==> src/rtl/led_jellyant.sv <==
// LED tile: free-running counter mapped to one of four 8-LED patterns.
// The counter is exported on data; bidirectional pins are parked as inputs.
module led_jellyant #(
    parameter int WIDTH = 26
) (
    input  logic             clk,
    input  logic             rst_n,
    input  logic             ena,
    input  logic [7:0]       ui_in,
    input  logic [7:0]       uio_in,
    output logic [7:0]       uo_out,
    output logic [7:0]       uio_out,
    output logic [7:0]       uio_oe,
    output logic [WIDTH-1:0] data
);

    logic [WIDTH-1:0] count_q;
    logic [WIDTH-1:0] count_d;
    logic [3:0]       bounce_i;
    logic [2:0]       bounce_p;
    logic [7:0]       pat;

    // Count only while the tile is selected and hold (ui_in[7]) is low.
    always_comb begin
        count_d = count_q;
        if (ena && !ui_in[7]) begin
            count_d = count_q + WIDTH'(1);
        end
    end

    always_ff @(posedge clk or negedge rst_n) begin
        if (!rst_n) begin
            count_q <= '0;
        end else begin
            count_q <= count_d;
        end
    end

    // Bounce folds 0..15 into 0..7..0; for i>=8, 15-i equals ~i[2:0].
    always_comb begin
        bounce_i = count_q[WIDTH-1 -: 4];
        bounce_p = bounce_i[3] ? ~bounce_i[2:0] : bounce_i[2:0];
        pat      = '0;
        case (ui_in[1:0])
            2'b00:   pat = count_q[WIDTH-1 -: 8];
            2'b01:   pat = 8'b1 << count_q[WIDTH-1 -: 3];
            2'b10:   pat = 8'b1 << bounce_p;
            default: pat = {8{count_q[WIDTH-1]}};
        endcase
    end

    assign uo_out  = pat ^ {8{ui_in[2]}};
    assign uio_out = 8'h00;
    assign uio_oe  = 8'h00;
    assign data    = count_q;

    logic unused_ok;
    assign unused_ok = &{1'b0, uio_in, ui_in[6:3]};

endmodule

==> config.mk <==
export PLATFORM = sky130hd
export DESIGN_NAME = led_jellyant
export DESIGN_NICKNAME = d
export VERILOG_FILES = /design/src/rtl/led_jellyant.sv
export SDC_FILE = /design/constraint.sdc
export NUM_CORES = 1
export LEC_CHECK = 0
export CORE_ASPECT_RATIO = 1.2
export CORE_MARGIN = 8
export CORE_UTILIZATION = 42
export CTS_BUF_LIST = sky130_fd_sc_hd__clkbuf_4
export CTS_CLUSTER_SIZE = 8
export DETAILED_ROUTE_END_ITERATION = 6
export GPL_TIMING_DRIVEN = 0
export PLACE_DENSITY = 0.76
export REMOVE_ABC_BUFFERS = 1
export SLEW_MARGIN = 20
export SYNTH_ARGS = -nofsm -noshare
export SYNTH_HDL_FRONTEND = slang
export SYNTH_SLANG_ARGS = --single-unit
==> constraint.sdc <==
create_clock -name clk -period 3.1 [get_ports clk]
set_input_delay 0.93 -clock clk [delete_from_list [all_inputs] [get_ports clk]]
set_output_delay 0.93 -clock clk [all_outputs]
set_load 0.01 [all_outputs]
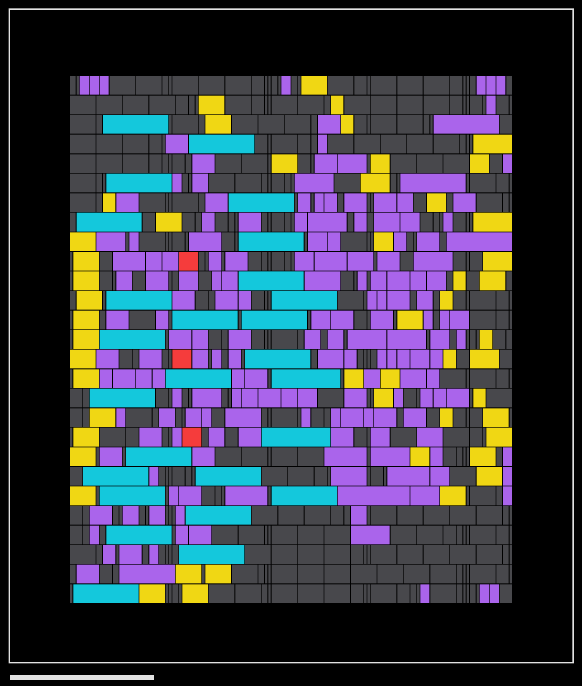
Fig. 1. Placement by cell class.
The bar under the picture is 20 um long. Fill, decap, tap and diode cells in grey.
legend:
  all other logic:
    colour: purple
    cells: 175
  other buffers and delay cells:
    colour: yellow
    cells: 50
  flip-flops:
    colour: cyan
    cells: 26
  cells driving clock nets:
    colour: red
    cells: 3
Finished Cell Area: 0.00254 mm^2
core box area: 0.00453 mm^2

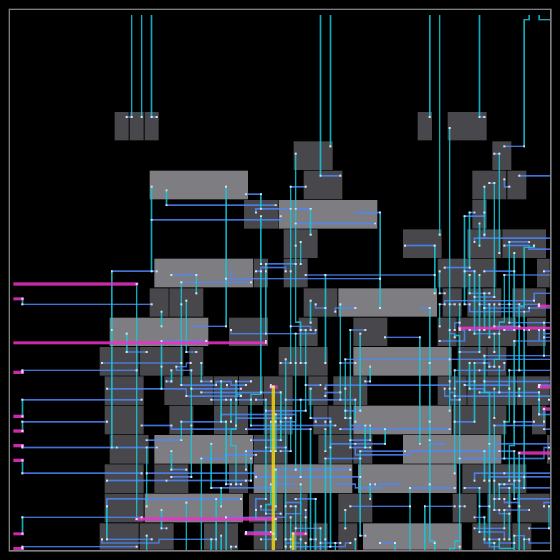
Fig. 2. Layout detail.
Window x 0 to 50, y 41 to 91 um. Cells in grey, sequential cells in the stronger grey; small squares are vias.
legend:
  met3:
    colour: magenta
  met2:
    colour: cyan
  met4:
    colour: yellow
  met1:
    colour: blue
sequential cells in the window: 13
most frequent: xnor2_1 (13), dfrtp_1 (13), clkdlybuf4s50_1 (12)
netlist names of flops here include: data (13)
cells with their middle in the window: 94

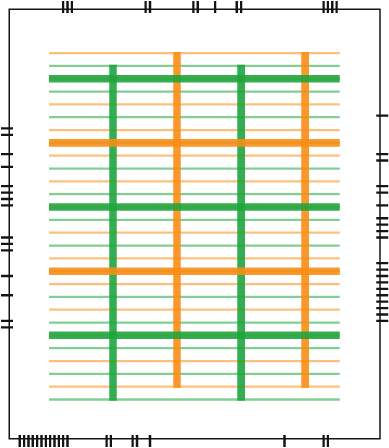
Fig. 3. PDN straps and rails.
Pins as bars on the die edge.
legend:
  VSS:
    colour: green
  VDD:
    colour: orange
rows: 27
met1 rails: 28
met4 straps: 4
met5 straps: 5
die height: 90.7 um
VDD IR max: 0.310 mV
die width: 78.3 um

==> results.tsv <==
stage	metric	value	unit
global_routing	pin count of the biggest net entering global routing	27	
power_and_ir_drop	Int Pwr	574	uW
cells_and_area	Inserted Diodes	0	
worst_setup_path	CP startpoint	ui_in[0]	
sta	Final setup viols	8	
power_and_ir_drop	Reg power frac	0.508	
min_path	hold path startpoint	data[15]	
cells_and_area	most frequent cells in the layout	clkdlybuf4s50_1, xnor2_1, dfrtp_1	
sta	setup tns final	-1.01	ns
floorplan	Ports	69	
cells_and_area	nets	279	
cells_and_area	max reg flops	26	
status	status	finished with violations	
worst_setup_path	Setup CP Type	input pin to output port	
sta	Slew headroom	0.345	
worst_setup_path	Reg2Reg Depth	4	
global_routing	global-route wire length before repair	8290	um
clocking	post-CTS setup buffer count	10	
worst_setup_path	Critical Path Source Type	input pin	
sta	Final min period	3.32	ns
sta	Final Hold Vio Count	0	
synth	Mean Syn Cell Area	9.09	um^2
worst_setup_path	worst reg2reg path startpoint	data[3]	
routing	vias per std cell	5.64	
power_and_ir_drop	combinational share of power	0.329	
synth	Dominant combinational family	simple AND/OR/NAND/NOR gates	
worst_setup_path	Critical Path Sink	uo_out[2]	
clocking	Bufs on Longest Clock Path	2	
min_path	Hold Path Depth	1	
sta	final worst-path setup slack	-0.224	ns
cells_and_area	P&R area growth vs syn	30.0	%
synth	Cell Type Count	49	
routing	# DRC	0	
synth	post-synthesis simple-gate area fraction	0.245	
routing	routed via count	1760	
worst_setup_path	R2R setup slack	1.08	ns
worst_setup_path	worst-path fanout max	5	
synth	Netlist Area Pre-Place	0.00195	mm^2
routing	drt pass-1 iters	4	
cells_and_area	share of cells above drive strength 1	0.220	
synth	yosys cell count	215	
status	violated checks	negative setup slack	
power_and_ir_drop	Clock group	140	uW
floorplan	FP Util	0.432	
synth	area fraction in xor and xnor cells	0.134	
global_routing	GRT Resource Usage Total	0.137	
synth	Post-Syn Instances	215	
synth	YS chip area	0.00195	mm^2
clocking	Post-CTS Hold Fix Bufs	0	
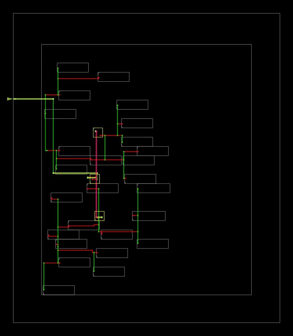
Fig. 4. Clock routing.
# clk buffers: 3
clock buffer count from CTS: 3
clk sinks: 26
Flop Count: 26
Final Skew: 0.00533 ns

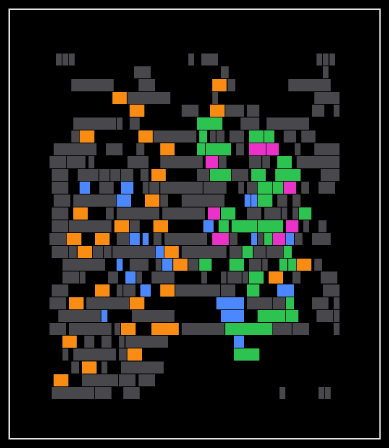
Fig. 5. Gate families picked out.
legend:
  AND-OR and OR-AND gates:
    colour: magenta
    cells: 8
    most_used: a21o_1
  inverting AOI/OAI gates:
    colour: green
    cells: 32
    most_used: a31oi_1
  NOR gates:
    colour: blue
    cells: 20
    most_used: nor2_1
  XOR/XNOR gates:
    colour: orange
    cells: 29
    most_used: xnor2_1
most numerous logic cell after layout: clkdlybuf4s50_1
fin cells: 312

critical path, delay by kind of cell:
kind / cells / cell delay (ns)
buffers and inverters: 3 / 0.32
AND/OR/NAND/NOR: 1 / 0.48
AND-OR/OR-AND: 3 / 0.49
adder cells (fa/ha/maj): 1 / 0.17
through the flow:
stage	utilization	worst slack, ns	power (mW)	area [um^2]	hold WS, ns
2_1_floorplan	-	-0.279	0.564	1840	0.521
3_3_place_gp	0.511	-1.60	0.706	2310	0.495
3_5_place_dp	0.510	-1.61	0.709	2310	0.500
4_1_cts	0.557	-0.301	0.865	2520	0.526
5_1_grt	0.561	-0.288	0.913	2540	0.556
6_report	0.561	-0.224	0.857	2540	0.534
cell usage after synthesis (4+ instances only):
master	number	area [um^2]
a21o_1	5	37.5
a21oi_1	4	20.0
a31oi_1	4	25.0
nand4_1	7	43.8
buf_4	16	120
o221ai_1	5	43.8
nand2_1	15	56.3
o21ai_0	4	20.0
nand2b_1	4	25.0
a2111oi_0	4	35.0
dfrtp_1	26	651
xnor2_1	24	210
nor2_1	6	22.5
nand3_1	14	70.1
inv_1	8	30.0
a221oi_1	4	35.0
nor4_1	4	25.0
ha_1	4	50.1
nor2b_1	4	25.0
clkbuf_1	11	41.3
xor2_1	4	35.0
final cells by class:
type / count / area [um^2]
Fill cell: 410 / 1990
Multi-Input combinational cell: 167 / 1310
Sequential cell: 26 / 653
Timing Repair Buffer: 50 / 449
Tap cell: 58 / 72.6
Inverter: 8 / 35.0
Clock buffer: 3 / 22.5
routing by layer:
metal  GRT usage  up-vias  part of all wire
li1            -      831                 -
met2       0.243       67              0.50
met5           0        -                 0
met4      0.0480        0             0.015
met1       0.153      851              0.42
met3      0.0299       11             0.061
Power and IR drop assume default switching activity.
